==> config.mk <==
export PLATFORM = sky130hd
export DESIGN_NAME = phase_error_meter
export DESIGN_NICKNAME = d
export VERILOG_FILES = /design/src/rtl/phase_error_meter.sv
export SDC_FILE = /design/constraint.sdc
export NUM_CORES = 1
export LEC_CHECK = 0
export CAP_MARGIN = 30
export CORE_UTILIZATION = 45
export DETAILED_ROUTE_END_ITERATION = 10
export GPL_ROUTABILITY_DRIVEN = 0
export PLACE_DENSITY_LB_ADDON = 0.1
export SKIP_LAST_GASP = 1
export SLEW_MARGIN = 20
export SYNTH_ARGS = -nofsm -noshare
export SYNTH_HDL_FRONTEND = slang
export SYNTH_SLANG_ARGS = --single-unit
==> constraint.sdc <==
create_clock -name clk_i -period 2.71 [get_ports clk_i]
set_clock_uncertainty 0.15 [all_clocks]
set_input_delay 0.542 -clock clk_i [delete_from_list [all_inputs] [get_ports clk_i]]
set_output_delay 0.542 -clock clk_i [all_outputs]
set_load 0.1 [all_outputs]
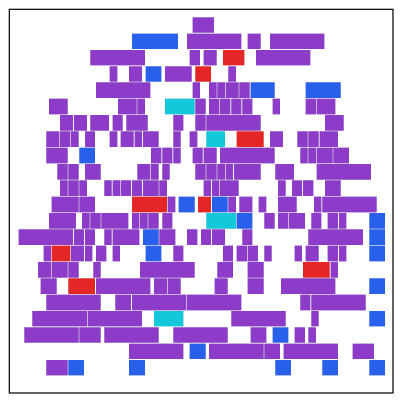
**Above:** run 1 (drive-strength map).
Scale: 6 px per µm.
Blue stands for x3 and x4, cells 22, most used buf_4. Purple stands for x1 and smaller, cells 178, most used nand2_1. Red stands for x2, cells 8. Cyan stands for x6 and larger, cells 4, most used clkbuf_8.
Non-clk bufs: 23
P&R area growth vs syn: 13.1%
Layout Cell Area excl Fill: 1940 µm²
least setup slack across all paths after layout: 0.513 ns

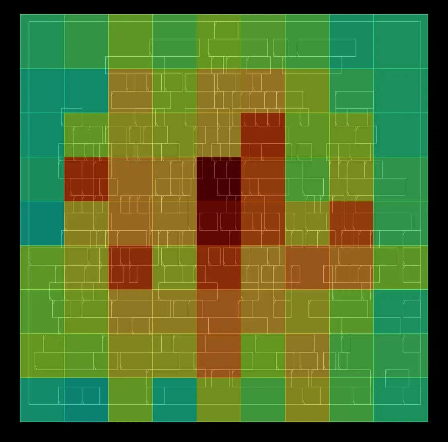
**Above:** run 1 (routing congestion).
total routing resource utilization after global routing: 21.7%
met1 demand-to-capacity share in global routing: 27.3%

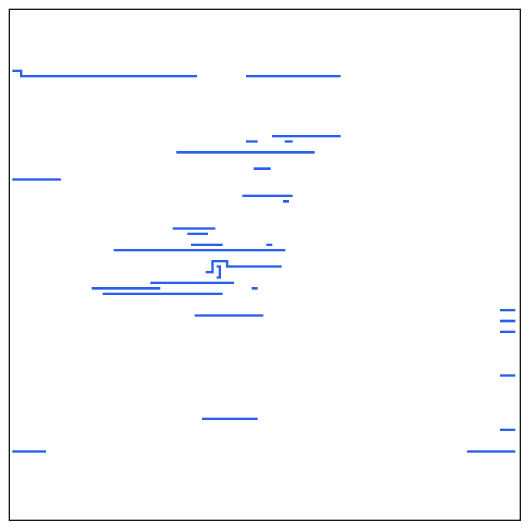
**Above:** run 1 (signal wires on met3).
Scale: 8 px per µm.
The layer carries 187 µm of wire. The longest straight run is 21.8 µm. 25 nets have wire on it. The layer holds 4.6% of the routed length.
count of vias placed by the detailed router: 1522
routing usage on met3: 2.54%
aggregate routed wire length: 4.04 mm

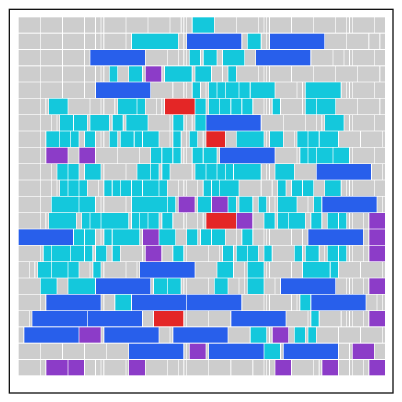
**Above:** run 1 (placement by cell class).
Scale: 6 px per µm. Fill, decap, tap and diode cells in gray.
Red stands for clock drivers and dummy loads, cells 4. Cyan stands for remaining logic cells, cells 158. Blue stands for registers, cells 27. Purple stands for remaining buffers and delay cells, cells 23.
core outline area: 3660 µm²
register fraction of the total cell area: 34.9%
fraction of the core area covered by cells at the end of the flow: 52.9%

==> ci_impl_report.md, run 1 <==
### Flow metrics

| Metric | Value |
|---|---|
| Run status | `finished clean` |
| Antenna Cells | `0` |
| Internal portion of total power | `roughly 630 µW` |
| Master cell of the clock root buffer | `sky130_fd_sc_hd__clkbuf_8` |
| Min-delay worst type | `reg2reg` |
| Cell area power density | `511 nW/µm²` |
| Peak supply drop | `roughly 420 µV` |
| Hold path cells | `0` |
| Mean routed wirelength per cell | `approximately 16 µm` |
| Part of the Yosys area used for sequential elements | `about two fifths` |
| Arrival time of data at the critical path endpoint | `2.26 ns` |
| Total number of yosys warnings | `0` |
| Clock sinks | `27` |
| Buffers inserted by post-CTS timing repair | `0` |
| Io pins | `17` |
| Max-slew headroom | `between 60% and 70%` |
| Flip-flop count of the largest register, all copies and words added | `8` |
| Leftover overflow at the end of global routing | `0` |
| Setup Total Neg Slack | `0 ns` |
| Post-layout min period | `between 2 and 2.5 ns` |
| M1 wire length | `roughly 1.8 mm` |
| Sequential standard cell area | `676 µm²` |
| Number of standard cells reported by yosys | `around 200` |
## run 1: through the flow
step	hold WS (ns)	instance area, µm²
floorplan	0.0964	1710
global placement	0.185	1890
detailed placement	0.186	1890
CTS	0.210	1940
global route	0.216	1940
finish	0.207	1940
## run 1: kinds of logic (layout without fill, tap and decap cells)
logic type / after synthesis / count (layout) / synth area share [%]
AND/OR/NAND/NOR: 71 / 71 / 21.3
AND-OR/OR-AND: 67 / 67 / 25.6
flip-flops: 27 / 27 / 39.4
multiplexers: 1 / 1 / 0.584
buffers and inverters: 20 / 34 / 5.55
adder cells (fa/ha/maj): 6 / 6 / 4.38
XOR/XNOR: 6 / 6 / 3.07
**Run 1: selected gate families**

Scale: 6 px per µm.
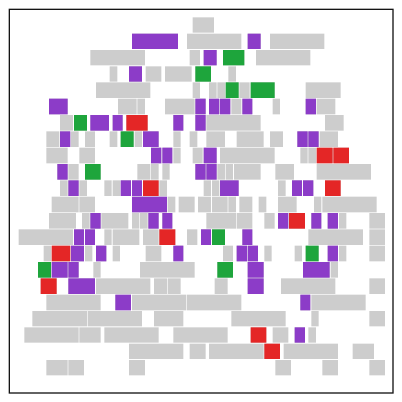

==> inputs of run 2 (changes only) <==
clock period = 2.2 ns   (was 2.71 ns; I/O delays follow)
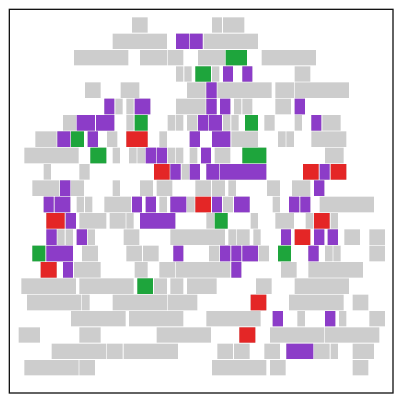
**Above:** run 2 (selected gate families).
Scale: 6 px per µm.
Green stands for and/or cells, cells 11. Purple stands for aoi and oai cells, cells 56. Red stands for non-inverting ao/oa cells, cells 11.
proportion of cell area occupied by multi-input gates: 47.0%
most frequent logic cell in the layout: sky130_fd_sc_hd__nand2_1
number of standard cells in the final layout excluding fillers: 269

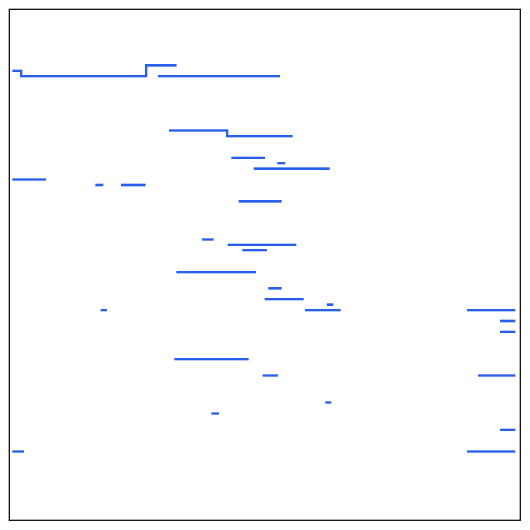
**Above:** run 2 (signal wires on met3).
Scale: 8 px per µm.
The longest straight run is 15.6 µm. The layer holds 3.5% of the routed length. The layer carries 145 µm of wire. 22 nets have wire on it.
routing usage on met3: 3.62%
count of vias placed by the detailed router: 1530
aggregate routed wire length: 4.13 mm

==> ci_impl_report.md, run 2 <==
### Flow metrics

| Metric | Value |
|---|---|
| Master cell of the clock root buffer | `sky130_fd_sc_hd__clkbuf_8` |
| Core outline area | `3660 µm² (unchanged)` |
| Antenna Cells | `0 (unchanged)` |
| Min-delay worst type | `reg2reg` |
| Post-route worst hold slack | `0.208 ns (+0.000527 ns)` |
| Mean routed wirelength per cell | `15.4 µm (-1.0%)` |
| Cell area power density | `622 nW/µm² (+22%)` |
| Number of standard cells reported by yosys | `198 (unchanged)` |
| P&R area growth vs syn | `17.0%` |
| Simple-gate area share of the yosys netlist | `21.3% (unchanged)` |
| Setup Total Neg Slack | `0 ns (unchanged)` |
| Number of distinct standard cells referenced by the synthesized netlist | `between 40 and 50` |
| Count of warning messages emitted by the tools | `30` |
| Total setup violations reported at the end of the flow | `0` |
| Clock sinks | `27 (unchanged)` |
| Post-synth top cells | `sky130_fd_sc_hd__nand2_1, sky130_fd_sc_hd__dfrtp_1, sky130_fd_sc_hd__o21ai_0, sky130_fd_sc_hd__a21oi_1, sky130_fd_sc_hd__nor2_1` |
| Leftover overflow at the end of global routing | `0 (unchanged)` |
| Sequential standard cell area | `676 µm² (unchanged)` |
| Crit Path Category | `reg2reg` |
| Total number of yosys warnings | `0 (unchanged)` |
| Cell type contributing the most total cell area after synthesis | `sky130_fd_sc_hd__dfrtp_1` |
| Io pins | `17 (unchanged)` |
| Maximum number of pins on one net before global-route repair | `28` |
| FA/HA/MAJ Cells, Area Fraction | `4.38% (unchanged)` |
| Placed cell areas | `1950 µm² (+3.6%)` |
| Layout Cell Area excl Fill | `2000 µm² (+3.5%)` |
| Main logic family after synthesis | `AND-OR/OR-AND gates` |
| Post-synthesis xor/xnor area fraction | `3.07% (unchanged)` |
| Post-layout min period | `2.03 ns (-0.164 ns)` |
| Top Layer Used | `met4` |
| Final-report hold violation count | `0` |
| Met1 demand-to-capacity share in global routing | `27.0% (-0.37 points)` |
| Arrival time of data at the critical path endpoint | `2.11 ns (-0.15 ns)` |
| Area of the chip | `just over 4000 µm²` |
| Iteration-0 DRC Markers | `61` |
| Share of synthesized cell area in and-or and or-and compound cells | `25.6% (unchanged)` |
| Hold path cells | `0 (unchanged)` |
| Proportion of synthesized area in mux cells | `0.584% (unchanged)` |
| Run status | `finished clean` |
| Buffers inserted by post-CTS timing repair | `0 (unchanged)` |
| Max-slew headroom | `64.5% (about the same)` |
| Peak supply drop | `501 µV (+18%)` |
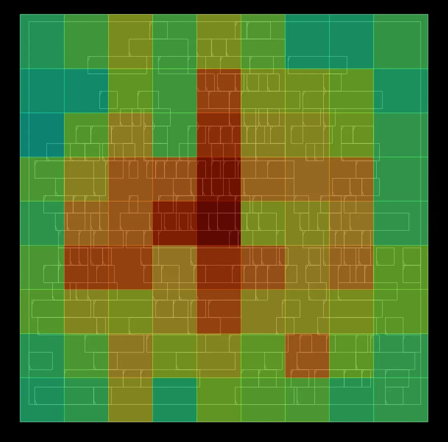
**Above:** run 2 (routing congestion).
fraction of the core area covered by cells at the end of the flow: 54.8%
total routing resource utilization after global routing: 22.7%
layer with the highest usage: met2

==> run 2: kinds of logic after synthesis <==
kind of cell | Yosys count
DFF | 27
adders and majority gates | 6
muxes | 1
AOI/OAI and AO/OA | 67
buffers and inverters | 20
xor gates and xnor gates | 6
and+or+nand+nor | 71
==> run 2: report_power, final <==
group	internal (mW)	switching (mW)	total, mW
sequential	0.520	0.0149	0.535
combinational	0.135	0.260	0.395
clock	0.134	0.182	0.316
==> run 2: layout make-up <==
type	instances	share of cell area (%)
Clock buffer	3	2.06
Clock inverter	1	0.437
Inverter	7	1.31
Multi-Input combinational cell	151	47.0
Sequential cell	27	33.7
Tap cell	48	3.00
Timing Repair Buffer	32	12.5
No activity file was given, so power comes from the tool's default toggle rates.
